==> src/rtl/mac_pkg.sv <==
// Shared constants, width helpers and the beat tag carried alongside every
// beat through the mac_stream_unit pipeline.
package mac_pkg;

    localparam int DEF_DATA_W = 8;
    localparam int DEF_ACC_W  = 32;
    localparam int DEF_LANES  = 4;

    // Control flags that travel with a beat from acceptance to Stage A.
    typedef struct packed {
        logic first;
        logic last;
        logic signed_mode;
    } beat_tag_t;

    function automatic int clog2(input int value);
        int result;
        int rem;
        result = 0;
        rem    = value - 1;
        while (rem > 0) begin
            result = result + 1;
            rem    = rem >> 1;
        end
        return result;
    endfunction

    // One guard bit above the worst-case signed or unsigned lane sum.
    function automatic int sum_width(input int data_w, input int lanes);
        return 2 * data_w + clog2(lanes) + 1;
    endfunction

endpackage

==> src/rtl/mac_lane.sv <==
// One lane of Stage P: extends both operands per the beat's mode and
// registers their 2*DATA_W-bit product.
module mac_lane
    import mac_pkg::*;
#(
    parameter int DATA_W = DEF_DATA_W
) (
    input  logic                  clk,
    input  logic                  reset,
    input  logic                  en,
    input  logic                  signed_mode,
    input  logic [DATA_W-1:0]     a,
    input  logic [DATA_W-1:0]     b,
    output logic [2*DATA_W-1:0]   prod
);

    localparam int PROD_W = 2 * DATA_W;

    logic [PROD_W-1:0] w_a_wide;
    logic [PROD_W-1:0] w_b_wide;
    logic [PROD_W-1:0] w_prod;
    logic [PROD_W-1:0] r_prod;

    // Operands widened to the product width so the low PROD_W bits of the
    // multiply are exact for both signed and unsigned operands.
    assign w_a_wide = signed_mode ? PROD_W'($signed(a)) : PROD_W'(a);
    assign w_b_wide = signed_mode ? PROD_W'($signed(b)) : PROD_W'(b);
    assign w_prod   = w_a_wide * w_b_wide;

    always_ff @(posedge clk or posedge reset) begin
        if (reset) begin
            r_prod <= '0;
        end else if (en) begin
            r_prod <= w_prod;
        end
    end

    assign prod = r_prod;

endmodule

==> src/rtl/mac_stream_unit.sv <==
// Multi-lane pipelined multiply-accumulate over framed beats (P -> S -> A)
// with a valid/ready result register. Define MAC_SATURATE_EN for saturation.
module mac_stream_unit
    import mac_pkg::*;
#(
    parameter int DATA_W = DEF_DATA_W,
    parameter int ACC_W  = DEF_ACC_W,
    parameter int LANES  = DEF_LANES
) (
    input  logic                      clk,
    input  logic                      reset,
    input  logic                      in_valid,
    output logic                      in_ready,
    input  logic [LANES*DATA_W-1:0]   in_a,
    input  logic [LANES*DATA_W-1:0]   in_b,
    input  logic                      in_first,
    input  logic                      in_last,
    input  logic                      signed_mode,
    output logic                      out_valid,
    input  logic                      out_ready,
    output logic [ACC_W-1:0]          out_acc,
    output logic                      out_ovf
);

    localparam int PROD_W = 2 * DATA_W;
    localparam int SUM_W  = sum_width(DATA_W, LANES);

    logic              w_stall;
    logic              w_en;
    beat_tag_t         w_in_tag;

    logic              r_p_valid;
    beat_tag_t         r_p_tag;
    logic [PROD_W-1:0] w_prod     [LANES];
    logic [SUM_W-1:0]  w_prod_ext [LANES];
    logic [SUM_W-1:0]  w_lane_sum;

    logic              r_s_valid;
    beat_tag_t         r_s_tag;
    logic [SUM_W-1:0]  r_sum;

    logic [ACC_W-1:0]  w_sum_ext;
    logic [ACC_W-1:0]  w_acc_base;
    logic [ACC_W-1:0]  w_acc_next;
    logic              w_acc_load;
    logic              w_out_load;
    logic [ACC_W-1:0]  r_acc;
    logic              r_out_valid;
    logic [ACC_W-1:0]  r_out_acc;

    // A held result that nobody takes freezes every stage at once.
    assign w_stall  = r_out_valid && !out_ready;
    assign w_en     = !w_stall;
    assign in_ready = !w_stall;

    assign w_in_tag.first       = in_first;
    assign w_in_tag.last        = in_last;
    assign w_in_tag.signed_mode = signed_mode;

    generate
        for (genvar gi = 0; gi < LANES; gi++) begin : g_lane
            mac_lane #(
                .DATA_W (DATA_W)
            ) u_lane (
                .clk         (clk),
                .reset       (reset),
                .en          (w_en),
                .signed_mode (signed_mode),
                .a           (in_a[gi*DATA_W +: DATA_W]),
                .b           (in_b[gi*DATA_W +: DATA_W]),
                .prod        (w_prod[gi])
            );

            assign w_prod_ext[gi] = r_p_tag.signed_mode ? SUM_W'($signed(w_prod[gi]))
                                                        : SUM_W'(w_prod[gi]);
        end
    endgenerate

    always_comb begin
        w_lane_sum = '0;
        for (int i = 0; i < LANES; i++) begin
            w_lane_sum = w_lane_sum + w_prod_ext[i];
        end
    end

    // Stage valids and tags shadow the lane product registers (Stage P) and
    // the lane sum register (Stage S).
    always_ff @(posedge clk or posedge reset) begin
        if (reset) begin
            r_p_valid <= 1'b0;
            r_p_tag   <= '0;
            r_s_valid <= 1'b0;
            r_s_tag   <= '0;
            r_sum     <= '0;
        end else if (w_en) begin
            r_p_valid <= in_valid;
            r_p_tag   <= w_in_tag;
            r_s_valid <= r_p_valid;
            r_s_tag   <= r_p_tag;
            r_sum     <= w_lane_sum;
        end
    end

    assign w_sum_ext  = r_s_tag.signed_mode ? ACC_W'($signed(r_sum)) : ACC_W'(r_sum);
    assign w_acc_base = r_s_tag.first ? '0 : r_acc;
    assign w_acc_load = w_en && r_s_valid;
    assign w_out_load = w_acc_load && r_s_tag.last;

`ifdef MAC_SATURATE_EN
    logic [ACC_W:0] w_wide_s;
    logic [ACC_W:0] w_wide_u;
    logic           w_ovf_beat;
    logic           w_flag_next;
    logic           r_ovf_flag;
    logic           r_out_ovf;

    assign w_wide_s = {w_acc_base[ACC_W-1], w_acc_base} + {w_sum_ext[ACC_W-1], w_sum_ext};
    assign w_wide_u = {1'b0, w_acc_base} + {1'b0, w_sum_ext};

    // Signed overflow shows as disagreement between the guard bit and the MSB;
    // unsigned overflow as a carry out of the accumulator width.
    always_comb begin
        w_acc_next = w_wide_u[ACC_W-1:0];
        w_ovf_beat = 1'b0;
        if (r_s_tag.signed_mode) begin
            w_acc_next = w_wide_s[ACC_W-1:0];
            if (w_wide_s[ACC_W] != w_wide_s[ACC_W-1]) begin
                w_ovf_beat = 1'b1;
                w_acc_next = w_wide_s[ACC_W] ? {1'b1, {(ACC_W-1){1'b0}}}
                                             : {1'b0, {(ACC_W-1){1'b1}}};
            end
        end else if (w_wide_u[ACC_W]) begin
            w_ovf_beat = 1'b1;
            w_acc_next = '1;
        end
    end

    assign w_flag_next = r_s_tag.first ? w_ovf_beat : (r_ovf_flag | w_ovf_beat);

    always_ff @(posedge clk or posedge reset) begin
        if (reset) begin
            r_ovf_flag <= 1'b0;
            r_out_ovf  <= 1'b0;
        end else begin
            if (w_acc_load) begin
                r_ovf_flag <= w_flag_next;
            end
            if (w_out_load) begin
                r_out_ovf <= w_flag_next;
            end
        end
    end

    assign out_ovf = r_out_ovf;
`else
    assign w_acc_next = w_acc_base + w_sum_ext;
    assign out_ovf    = 1'b0;
`endif

    // A new last result takes priority over the consume of the previous one.
    always_ff @(posedge clk or posedge reset) begin
        if (reset) begin
            r_acc       <= '0;
            r_out_valid <= 1'b0;
            r_out_acc   <= '0;
        end else begin
            if (w_acc_load) begin
                r_acc <= w_acc_next;
            end
            if (w_out_load) begin
                r_out_valid <= 1'b1;
                r_out_acc   <= w_acc_next;
            end else if (r_out_valid && out_ready) begin
                r_out_valid <= 1'b0;
            end
        end
    end

    assign out_valid = r_out_valid;
    assign out_acc   = r_out_acc;

endmodule

==> config.mk <==
export PLATFORM = sky130hd
export DESIGN_NAME = mac_stream_unit
export DESIGN_NICKNAME = d
export VERILOG_FILES = /design/src/rtl/mac_pkg.sv /design/src/rtl/mac_lane.sv /design/src/rtl/mac_stream_unit.sv
export SDC_FILE = /design/constraint.sdc
export NUM_CORES = 1
export LEC_CHECK = 0
export CAP_MARGIN = 20
export CORE_MARGIN = 3
export CORE_UTILIZATION = 55
export DETAILED_ROUTE_END_ITERATION = 12
export DONT_BUFFER_PORTS = 1
export PLACE_DENSITY = 0.7
export SLEW_MARGIN = 10
export SYNTH_ARGS = -nofsm -noshare
export SYNTH_HDL_FRONTEND = slang
export SYNTH_SLANG_ARGS = --single-unit
==> constraint.sdc <==
create_clock -name clk -period 14.2 [get_ports clk]
set_input_delay 1.42 -clock clk [delete_from_list [all_inputs] [get_ports clk]]
set_output_delay 1.42 -clock clk [all_outputs]
set_load 0.05 [all_outputs]
pdn.png
Scale bar: 50 um. Pins as bars on the die edge. Tap cells in gray.
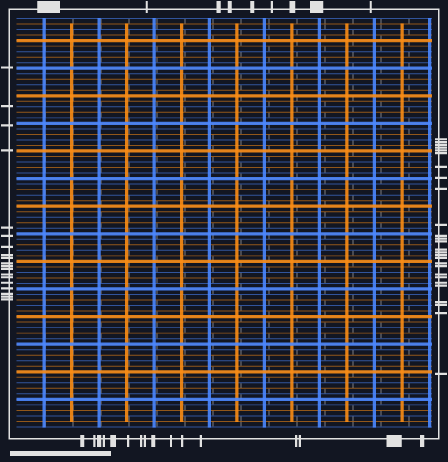
color	net
orange	VDD
blue	VSS
met5 straps	14
met1 rails	75
Die Ht: 211 um
area of the core: 41200 um^2
peak supply drop: 266 uV
Die Wd: 211 um

cell_classes.png
Scale bar: 50 um.
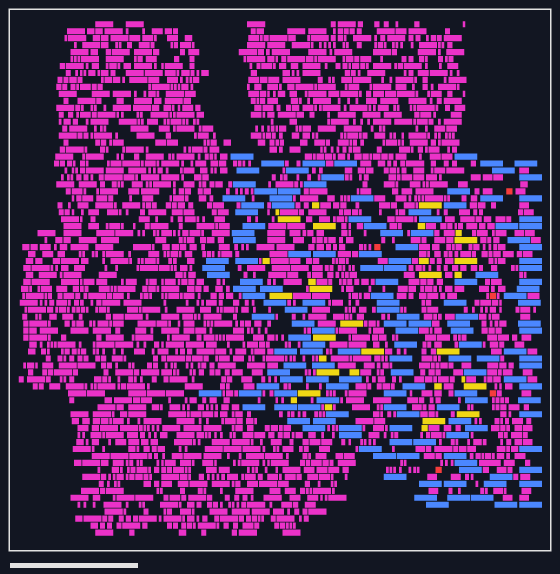
color	class	cells
blue	flip-flops	156
red	other buffers and delay cells	5
yellow	clock drivers and dummy loads	32
magenta	all other logic	2265
Seq area share: 16.2%
row cnt: 74
post-route cell area: 24100 um^2
final core occ: 58.4%

clock_map.png
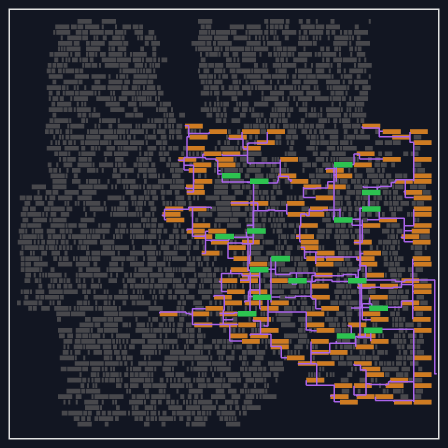
[orange] flip-flops | count: 156
[green] cells driving clock nets | count: 17
[purple] clock wires | length: 1950 um
routed clock nets	18
clock network power share: 6.9%
Insertion Delay late pin: 430 ps
skew final: 12.7 ps
P_clk: 0.430 mW

-- stage by stage --
stage          util (%)  setup WS, ps  hold WS [ps]
2_1_floorplan         -          7640           430
3_3_place_gp       57.1          7830           452
3_5_place_dp       57.1          7690           457
4_1_cts            58.4          8140           474
5_1_grt            58.4          7890           488
6_report           58.4          8150           470
-- per-layer routing --
| layer | track usage (%) | vias to the layer above | routed length [um] | part of all wire (%) |
|---|---|---|---|---|
| met1 | 31.1 | 8006 | 21900 | 45 |
| li1 | - | 7721 | - | - |
| met2 | 39.6 | 285 | 24000 | 50 |
| met3 | 2.57 | 58 | 1620 | 3.4 |
| met5 | 0 | - | 0 | 0 |
| met4 | 4.83 | 0 | 760 | 1.6 |
==> job_summary.md <==
### Metrics collected by this job

| Metric | Value |
|---|---|
| Outcome | `finished, final reports clean` |
| Post-synth ARST share | `100%` |
| Tool warnings | `29` |
| RSZ-0062 raised after global routing | `no` |
| Top comb family, area | `adder cells` |
| H-tree levels | `4` |
| Largest net degree at the start of global routing | `109` |
| Vias in the first global route | `17100` |
| Worst reg2reg path startpoint | `g_lane[0].u_lane.prod[0]` |
| Non-clk bufs | `5` |
| Area delta synth->final | `4.23%` |
| Cell family with most CP delay | `adder cells` |
| Avg Cell Area, Syn | `9.24 um^2` |
| Sequential share of power | `16.9%` |
| DR pass1 iterations | `6` |
| Count leader, synth | `inv_1` |
| PortBufs | `0` |
| R2R Setup Slk | `9920 ps` |
| Design Power | `6.23 mW` |
| Clk buf depth | `2` |
| Worst slew pin tran | `1050 ps` |
| F_max | `165 MHz` |
| Crit path to | `g_lane[3].u_lane.prod[15]` |
| FF+latch area | `3900 um^2` |
| Commonest flop | `dfrtp_1` |
| Sequential power | `1.05 mW` |
| Max-slew headroom | `30.1%` |
Power is estimated from default activity; no workload was simulated.
